### Wiring by layer, run 1

Scale: 6 px per um. Only two layers are drawn.
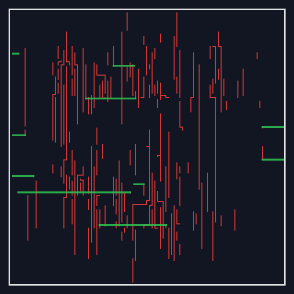
### M2 wires, run 1

Scale: 10 px per um.
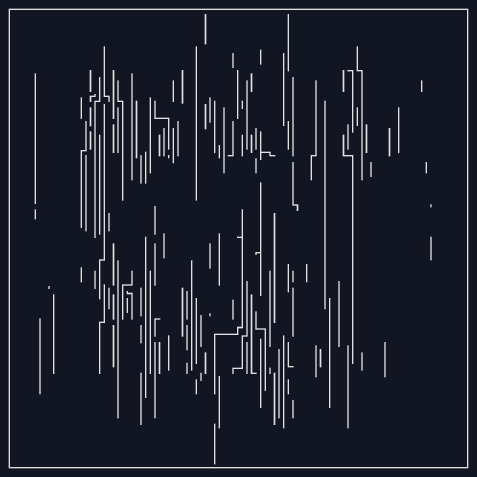
### Wires at chosen ports, followed through buffers, run 1

Scale: 6 px per um.
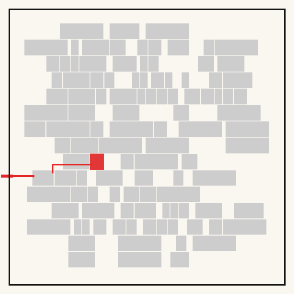
### Cell outlines without signal wires, run 1

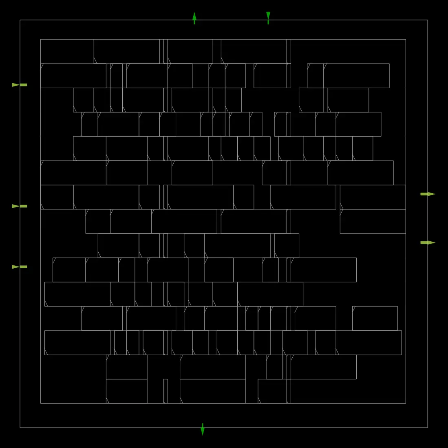
[src/rtl/btn_pkg.sv]
// Shared types for the push-button front end: per-channel debounce states
// and synchroniser depth.
package btn_pkg;

  typedef enum logic [1:0] {
    DEB_IDLE    = 2'd0,
    DEB_PRESS   = 2'd1,
    DEB_HELD    = 2'd2,
    DEB_RELEASE = 2'd3
  } deb_state_t;

  localparam int SYNC_STAGES = 2;

endpackage

[src/rtl/debounce_channel.sv]
// One button channel: 2-flop synchroniser, qualification counter and FSM.
// Produces a glitch-free active-low level plus a one-cycle press pulse.
module debounce_channel
  import btn_pkg::*;
#(
  parameter int  DEB_CYCLES = 4,
  localparam int CNT_W      = $clog2(DEB_CYCLES + 1)
) (
  input  logic       clk,
  input  logic       reset,
  input  logic       raw_n_i,
  input  logic       block_i,
  output logic       level_o,
  output logic       pulse_o,
  output logic       qual_o,
  output deb_state_t state_o
);

  localparam logic [CNT_W-1:0] CNT_LAST = CNT_W'(DEB_CYCLES - 1);

  logic [SYNC_STAGES-1:0] sync_q;
  logic                   s_n;
  deb_state_t             state_q, state_d;
  logic [CNT_W-1:0]       cnt_q, cnt_d;
  logic                   level_q, level_d;
  logic                   pulse_q, pulse_d;
  logic                   qual;

  assign s_n = sync_q[SYNC_STAGES-1];

  always_comb begin
    state_d = state_q;
    cnt_d   = cnt_q;
    level_d = level_q;
    pulse_d = 1'b0;
    qual    = 1'b0;
    unique case (state_q)
      DEB_IDLE: begin
        level_d = 1'b1;
        cnt_d   = '0;
        if (!s_n) begin
          state_d = DEB_PRESS;
          cnt_d   = CNT_W'(1);
        end
      end
      DEB_PRESS: begin
        if (s_n) begin
          state_d = DEB_IDLE;
          cnt_d   = '0;
        end else if (block_i) begin
          // Other channel owns the button bus: stay pending, restart count.
          cnt_d = '0;
        end else if (cnt_q == CNT_LAST) begin
          state_d = DEB_HELD;
          level_d = 1'b0;
          pulse_d = 1'b1;
          qual    = 1'b1;
          cnt_d   = '0;
        end else begin
          cnt_d = cnt_q + CNT_W'(1);
        end
      end
      DEB_HELD: begin
        level_d = 1'b0;
        if (s_n) begin
          state_d = DEB_RELEASE;
          cnt_d   = CNT_W'(1);
        end
      end
      DEB_RELEASE: begin
        if (!s_n) begin
          state_d = DEB_HELD;
          cnt_d   = '0;
        end else if (cnt_q == CNT_LAST) begin
          state_d = DEB_IDLE;
          level_d = 1'b1;
          cnt_d   = '0;
        end else begin
          cnt_d = cnt_q + CNT_W'(1);
        end
      end
      default: begin
        state_d = DEB_IDLE;
        level_d = 1'b1;
        cnt_d   = '0;
      end
    endcase
  end

  always_ff @(posedge clk) begin
    if (reset) begin
      sync_q  <= '1;
      state_q <= DEB_IDLE;
      cnt_q   <= '0;
      level_q <= 1'b1;
      pulse_q <= 1'b0;
    end else begin
      sync_q  <= {sync_q[SYNC_STAGES-2:0], raw_n_i};
      state_q <= state_d;
      cnt_q   <= cnt_d;
      level_q <= level_d;
      pulse_q <= pulse_d;
    end
  end

  assign level_o = level_q;
  assign pulse_o = pulse_q;
  assign qual_o  = qual;
  assign state_o = state_q;

endmodule

[src/rtl/button_conditioner.sv]
// Two debounced button channels feeding the scoring controller.
// Define BTN_LOCKOUT_EN for A-priority mutual exclusion between channels.
module button_conditioner
  import btn_pkg::*;
#(
  parameter int DEB_CYCLES = 4
) (
  input  logic clk,
  input  logic reset,
  input  logic ba_raw_n,
  input  logic bb_raw_n,
  output logic Ba,
  output logic Bb,
  output logic press_a,
  output logic press_b
);

  deb_state_t state_a, state_b;
  logic       qual_a, qual_b;
  logic       block_a, block_b;

`ifdef BTN_LOCKOUT_EN
  // A blocks B also on the edge A qualifies, so a tie always goes to A.
  assign block_a = (state_b == DEB_HELD) || (state_b == DEB_RELEASE);
  assign block_b = (state_a == DEB_HELD) || (state_a == DEB_RELEASE) || qual_a;
  logic unused_lockout;
  assign unused_lockout = qual_b;
`else
  assign block_a = 1'b0;
  assign block_b = 1'b0;
  logic unused_lockout;
  assign unused_lockout = ^{qual_a, qual_b, state_a, state_b};
`endif

  debounce_channel #(.DEB_CYCLES(DEB_CYCLES)) u_chan_a (
    .clk     (clk),
    .reset   (reset),
    .raw_n_i (ba_raw_n),
    .block_i (block_a),
    .level_o (Ba),
    .pulse_o (press_a),
    .qual_o  (qual_a),
    .state_o (state_a)
  );

  debounce_channel #(.DEB_CYCLES(DEB_CYCLES)) u_chan_b (
    .clk     (clk),
    .reset   (reset),
    .raw_n_i (bb_raw_n),
    .block_i (block_b),
    .level_o (Bb),
    .pulse_o (press_b),
    .qual_o  (qual_b),
    .state_o (state_b)
  );

endmodule

[config.mk]
export PLATFORM = sky130hd
export DESIGN_NAME = button_conditioner
export DESIGN_NICKNAME = d
export VERILOG_FILES = /design/src/rtl/btn_pkg.sv /design/src/rtl/debounce_channel.sv /design/src/rtl/button_conditioner.sv
export SDC_FILE = /design/constraint.sdc
export NUM_CORES = 1
export LEC_CHECK = 0
export CAP_MARGIN = 20
export CORE_MARGIN = 2
export CORE_UTILIZATION = 55
export CTS_CLUSTER_DIAMETER = 40
export DETAILED_ROUTE_END_ITERATION = 8
export PLACE_DENSITY = 0.76
export SYNTH_ARGS = -nofsm -noshare
export SYNTH_HDL_FRONTEND = slang
export SYNTH_SLANG_ARGS = --single-unit
export TNS_END_PERCENT = 50
[constraint.sdc]
create_clock -name clk -period 1.65 [get_ports clk]
set_input_delay 0.495 -clock clk [delete_from_list [all_inputs] [get_ports clk]]
set_output_delay 0.495 -clock clk [all_outputs]
set_load 0.05 [all_outputs]
==> Slide: Implementation Results, run 1 <==
Physical Implementation Snapshot

Global routing
  – Total gr overflow: 0
  – Vias in the first global route: 593
  – GRT busiest layer: met1
  – Largest net degree at the start of global routing: 11
  – Met2 Track Usage GR: around a quarter
  – GR met3 Demand/Resource: roughly 3.6%

Final layout
  – Top cell category: combinational gates
  – Most frequent cells in the layout: dfxtp_1 (18), ha_1 (12), a21oi_1 (11), nor2_1 (6), nand2b_1 (6)
  – Layout clock area frac: roughly 3.2%
  – MI comb area: ~560 um2
  – Antenna Cells: 0
  – Nets: approximately 130
  – Non-CTS buffers: 9
  – Clock Buffer Count: 4
  – Logic share of the area: about half
  – Registers: 18

Detailed routing
  – Top sig layer: met4
  – Routed wire length: approximately 1700 um
  – DR vias/cell: about 5.7
  – DRT met1 WL: roughly 850 um
  – Met3 wire length: 56 um
  – WL/cell: around 13 um
  – Via count: about 700

CTS
  – Root Buffer: clkbuf_4
  – H-tree depth: 1
  – Number of CTS-inserted buffers: 3
  – Reg clk slew, reported paths: 0.10 ns
  – CTS tree: built
  – Late-Pin Clk Latency: about 0.29 ns
  – Post-CTS setup buffer count: 0
  – CTS sink cnt: 18

Setup path
  – Reg2Reg Depth: 5
  – Kind of critical path: flop to flop
  – Worst setup SP type: flop
  – CP Launch Point: u_chan_a.state_o[0]
  – RR Startpoint: u_chan_a.state_o[0]

Status
  – Status: complete, no violations

Final timing
  – TNS Setup: 0 ns
  – Final Setup Violations: 0
  – Final period utilization: approximately 93%
  – Final min period: 1.53 ns
  – Layout Skew: 0.00202 ns

Yosys
  – YS chip area: approximately 960 um2
  – FA/HA/MAJ Cells, Area Fraction: 15.7%
  – Yosys warning count: 0
  – Flip-flops with a built-in enable: 0
  – Async SR Flop Fraction: 0%
  – Mapped Area: approximately 960 um2
  – Ys flops: 18
  – Multiplexer share: between 3 and 4%
  – Biggest area cells: dfxtp_1 (38%), ha_1 (16%), a21oi_1 (5.8%)

Hold path
  – Cell depth of the worst min-delay path: 1
  – Type of the worst min-delay path: flop to flop

Pwr
  – Clock group total power: approximately 270 uW
  – Combinational power: 223 uW
  – Combinational power share: 22.6%
  – Sw frac: between 20% and 30%

Die
  – Tap Cells: 17
  – Initial Util: between 50 and 60%
  – # IOs: 8
  – Chip Area: about 2100 um2

Job
  – Tool Warnings: 34
-- 'Wiring by layer' (at the start) --
legend:
  metal 3:
    colour: green
    wire_length: 56.4 um
  metal 2:
    colour: red
    wire_length: 708 um

-- 'M2 wires' (at the start) --
nets with wire on the layer: 91
longest straight run: 20.7 um
share of all routed wire: 43%

-- 'Wires at chosen ports, followed through buffers' (at the start) --
legend:
  `bb_raw_n`:
    colour: red
    bits: 1
    direction: input
    edge: left
    end_cells: 1
    buffers: 1
    wire: 11.4 um

-- 'Cell outlines without signal wires' (at the start) --
final core utilization: 67.0%
Seq area share: 32.2%

## run 1: metrics by stage
stage / std cells / power (uW) / setup slack, ns / utilization [%] / hold WS, ns
after floorplan: 99 / 651 / 0.323 / - / 0.389
after global placement: 122 / 718 / 0.123 / 64.8 / 0.393
after detailed placement: 122 / 726 / 0.113 / 64.8 / 0.400
after CTS: 126 / 1000 / 0.116 / 67.0 / 0.431
after global routing: 126 / 1050 / 0.0475 / 67.0 / 0.428
final: 126 / 988 / 0.115 / 67.0 / 0.422
## run 1: worst max-delay path: stages, from the launching register on
cell and delay [ns]:
dfxtp_1 0.44, inv_1 0.12, ha_1 0.29, a211oi_2 0.29, a21oi_1 0.12, a211oi_1 0.21
### Logic cells by family, run 1

Scale: 10 px per um.
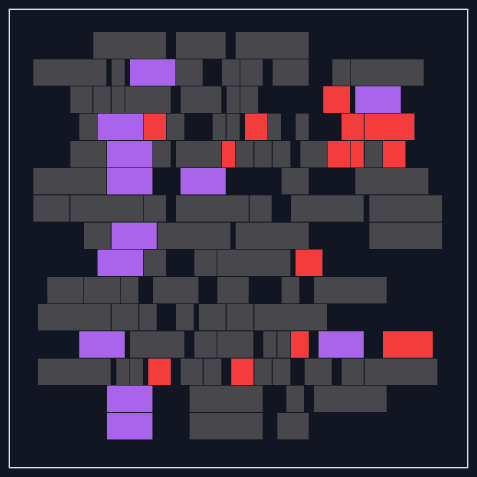

==> inputs of run 2 (changes only) <==
--- a/config.mk
+++ b/config.mk
@@ -11,6 +11,7 @@
 export CTS_CLUSTER_DIAMETER = 40
 export DETAILED_ROUTE_END_ITERATION = 8
 export PLACE_DENSITY = 0.76
+export RECOVER_POWER = 100
 export SYNTH_ARGS = -nofsm -noshare
 export SYNTH_HDL_FRONTEND = slang
 export SYNTH_SLANG_ARGS = --single-unit
### Logic cells by family, run 2

Scale: 10 px per um.
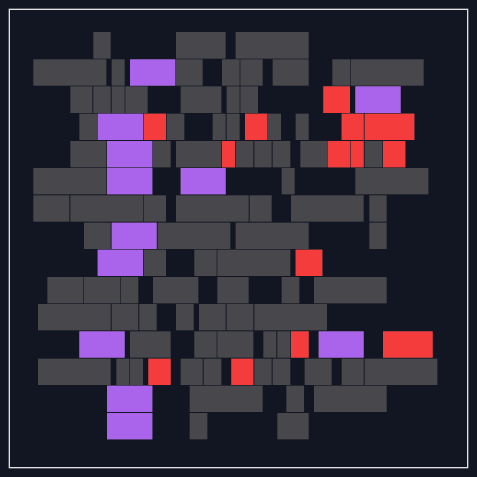
legend:
  NAND gates:
    colour: red
    cells: 14
    most_used: nand2b_1
  adder and majority cells:
    colour: purple
    cells: 12
    most_used: ha_1

==> Slide: Implementation Results, run 2 <==
Physical Implementation Snapshot

Final timing
  – Layout Skew: 0.00302 ns
  – Hold_ws: between 0.4 and 0.5 ns
  – Final min period: 1.53 ns
  – Final period utilization: 92.7%
  – Fmax: 654 MHz
  – Final hold violation count: 0
  – Final worst slack: roughly 0.12 ns
  – TNS Setup: 0 ns

Final layout
  – Registers: 18
  – MI comb area: approximately 550 um2
  – Antenna Cells: 0
  – Clock Buffer Count: 4
  – Layout clock area frac: ~3.5%
  – Flop area: about 360 um2
  – Final design instance area without fill: around 1000 um2
  – Seq area share: about a third
  – Logic share of the area: roughly 52%
  – Nets: 126
  – Top cell category: combinational gates
  – Most frequent cells in the layout: dfxtp_1 (18), ha_1 (12), a21oi_1 (11), nor2_1 (6), nand2b_1 (6)
  – Non-clock buffering overhead: between 5 and 6%

Setup path
  – RR Startpoint: u_chan_a.state_o[0]
  – CP Launch Point: u_chan_a.state_o[0]
  – Kind of critical path: flop to flop
  – Worst setup SP type: flop

Yosys
  – FA/HA/MAJ Cells, Area Fraction: approximately 16%
  – Top post-synthesis cells by count: dfxtp_1 (18), ha_1 (12), a21oi_1 (11)
  – Netlist cell types: 30
  – YS chip area: between 900 and 1000 um2
  – Async SR Flop Fraction: 0%
  – Flip-flops with a built-in enable: 0
  – Multiplexer share: 3.80%
  – Biggest area cells: dfxtp_1 (38%), ha_1 (16%), a21oi_1 (5.8%)
  – Mapped Area: around 960 um2
  – Ys flops: 18
  – Yosys warning count: 0

Detailed routing
  – Met3 wire length: 67 um
  – Via count: around 700
  – DRT met1 WL: around 840 um
  – Top sig layer: met4
  – WL/cell: between 10 and 15 um
  – Routed wire length: between 1500 and 2000 um
  – DR vias/cell: ~5.6

Place
  – Place WS: 0.113 ns
  – Cell Area, Placed: ~1100 um2
  – Placed cell count: between 100 and 150

Die
  – # IOs: 8
  – Die W: 45.7 um
  – Chip Area: ~2100 um2
  – Initial Util: a little under three fifths

CTS
  – CTS sink cnt: 18
  – Late-Pin Clk Latency: 0.29 ns
  – Root Buffer: clkbuf_4
  – Post-CTS setup buffer count: 0
  – Reg clk slew, reported paths: about 0.10 ns
  – Number of CTS-inserted buffers: 3
  – H-tree depth: 1
  – CTS tree: built

Hold path
  – Type of the worst min-delay path: flop to flop

Pwr
  – Total power: between 900 and 1000 uW

Job
  – Tool Warnings: 34

Global routing
  – Met2 Track Usage GR: roughly a quarter
  – Largest net degree at the start of global routing: 11
  – Vias in the first global route: 593
  – GRT busiest layer: met1
  – Total gr overflow: 0
  – GR met3 Demand/Resource: ~3.6%

Status
  – Status: complete, no violations
### Cell outlines without signal wires, run 2

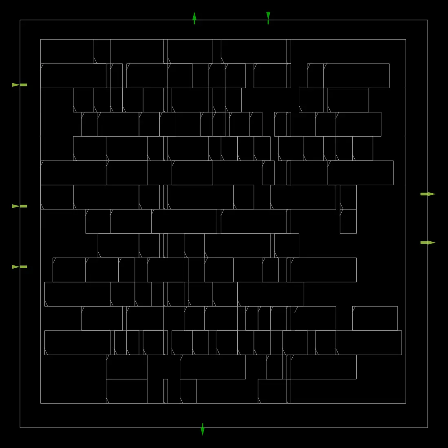
area of the core: 1670 um2
final core utilization: 62.5%
Post-Layout Cell Count: 126
Tap Cells: 17

==> run 2: critical path, cell delays in order, from the launching register on <==
cell      delay, ns
dfxtp_1        0.44
inv_1          0.12
ha_1           0.29
a211oi_2       0.28
a21oi_1        0.12
a211oi_1       0.21
==> run 2: where the power goes <==
part / internal [uW] / switching [uW]
combinational: 79.0 / 115
sequential: 461 / 27.8
clock: 135 / 139
total: 675 / 281
==> run 2: worst min-delay path by stage <==
stage | to | cells after the start
final | u_chan_a.sync_q[1] | 1
after CTS | u_chan_a.sync_q[1] | 1
after detailed placement | u_chan_b.sync_q[1] | 1
after floorplan | u_chan_a.sync_q[1] | 1
after global routing | u_chan_a.sync_q[1] | 1
after global placement | u_chan_b.sync_q[1] | 1
### Wiring by layer, run 2

Scale: 6 px per um. Only two layers are drawn.
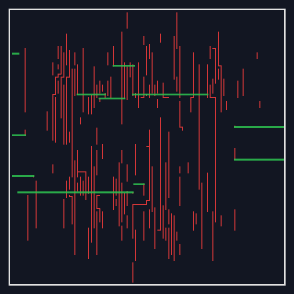

==> inputs of run 3 (changes only) <==
--- a/config.mk
+++ b/config.mk
@@ -6,10 +6,10 @@
 export NUM_CORES = 1
 export LEC_CHECK = 0
 export CAP_MARGIN = 20
-export CORE_MARGIN = 2
 export CORE_UTILIZATION = 55
 export CTS_CLUSTER_DIAMETER = 40
 export DETAILED_ROUTE_END_ITERATION = 8
+export GPL_TIMING_DRIVEN = 1
 export PLACE_DENSITY = 0.76
 export RECOVER_POWER = 100
 export SYNTH_ARGS = -nofsm -noshare
### Wiring by layer, run 3

Scale: 6 px per um. Only two layers are drawn.
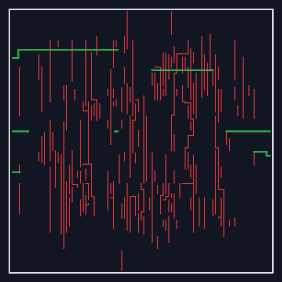
legend:
  metal 3:
    colour: green
    wire_length: 43.3 um
  metal 2:
    colour: red
    wire_length: 759 um

==> Slide: Implementation Results, run 3 <==
Physical Implementation Snapshot

Status
  – Status: complete, but fails checks
  – Failing checks: design-rule violations

Global routing
  – Largest net degree at the start of global routing: 11
  – Vias in the first global route: approximately 650
  – GRT busiest layer: met1
  – Met2 Track Usage GR: between 20 and 30%

Hold path
  – Cell depth of the worst min-delay path: 1
  – Type of the worst min-delay path: flop to flop
  – Hold Path End: u_chan_a.sync_q[1]

Setup path
  – Critical-path cell list: inv_1, ha_1, mux2_1, o22ai_1, nor3_1, a31oi_1
  – Slowest Stage Delay on Critical Path: roughly 0.4 ns
  – Critical Path Slowest Stage Cell: dfxtp_1
  – Top delay family on crit path: flip-flops
  – Worst setup SP type: flop
  – Buffers & Inverters on Critical Path: 1
  – CP Depth: 6
  – Kind of critical path: flop to flop

Die
  – # IOs: 8
  – Chip Area: approximately 1900 um2
  – Die W: between 40 and 50 um
  – Initial Util: between 60 and 70%

Yosys
  – Async SR Flop Fraction: 0%
  – Biggest area cells: dfxtp_1 (38%), ha_1 (16%), a21oi_1 (5.8%)
  – Netlist cell types: 30
  – Multiplexer share: 3.80%
  – FA/HA/MAJ Cells, Area Fraction: around 16%

Detailed routing
  – Met3 wire length: approximately 43 um
  – Routed wire length: 1660 um
  – DRC errors left: 1
  – DRT met1 WL: ~840 um
  – Via count: between 700 and 800

CTS
  – CTS sink cnt: 18
  – H-tree depth: 1
  – Reg clk slew, reported paths: roughly 0.10 ns
  – Late-Pin Clk Latency: approximately 0.28 ns
  – Number of CTS-inserted buffers: 3
  – Post-CTS setup buffer count: 0

Final layout
  – Non-clock buffering overhead: 7.51%
  – Logic share of the area: between 50% and 60%
  – Non-CTS buffers: 11
  – MI comb area: approximately 550 um2
  – Flop area: 360 um2
  – Registers: 18
  – Most frequent cells in the layout: dfxtp_1 (18), ha_1 (12), a21oi_1 (11), nor2_1 (6), nand2b_1 (6)
  – Top cell category: combinational gates

Final timing
  – Fmax: about 650 MHz
  – Final Setup Violations: 0
  – Final period utilization: 93.2%
  – Final worst slack: 0.112 ns
  – TNS Setup: 0 ns
  – Hold_ws: about 0.42 ns
  – Final min period: 1.54 ns

Place
  – Place WS: just over 0.08 ns

Job
  – Tool Warnings: 34
### Wires at chosen ports, followed through buffers, run 3

Scale: 6 px per um.
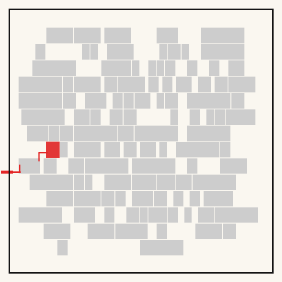
legend:
  `bb_raw_n`:
    colour: red
    bits: 1
    direction: input
    edge: left
    end_cells: 1
    buffers: 1
    wire: 5.10 um

run 3: kinds of logic after synthesis:
group / Yosys count
and+or+nand+nor: 31
DFF: 18
buffers and inverters: 8
adders and majority gates: 12
muxes: 3
AOI/OAI and AO/OA: 27
run 3: metrics by stage:
| step | power (uW) | instances | instance area (um2) |
|---|---|---|---|
| 6_report | 955 | 127 | 1070 |
| 3_3_place_gp | 723 | 123 | 1100 |
| 3_5_place_dp | 730 | 123 | 1100 |
| 4_1_cts | 994 | 127 | 1130 |
| 2_1_floorplan | 651 | 99 | 956 |
| 5_1_grt | 1010 | 127 | 1070 |
run 3: where the power goes:
| part | switching [uW] | internal, uW | total [uW] |
|---|---|---|---|
| Sequential | 28.2 | 461 | 489 |
| Clock | 129 | 134 | 263 |
| Combinational | 118 | 84.3 | 202 |
| Total | 275 | 680 | 955 |
Power figures rest on the tool's default switching activity, not on a simulated workload.
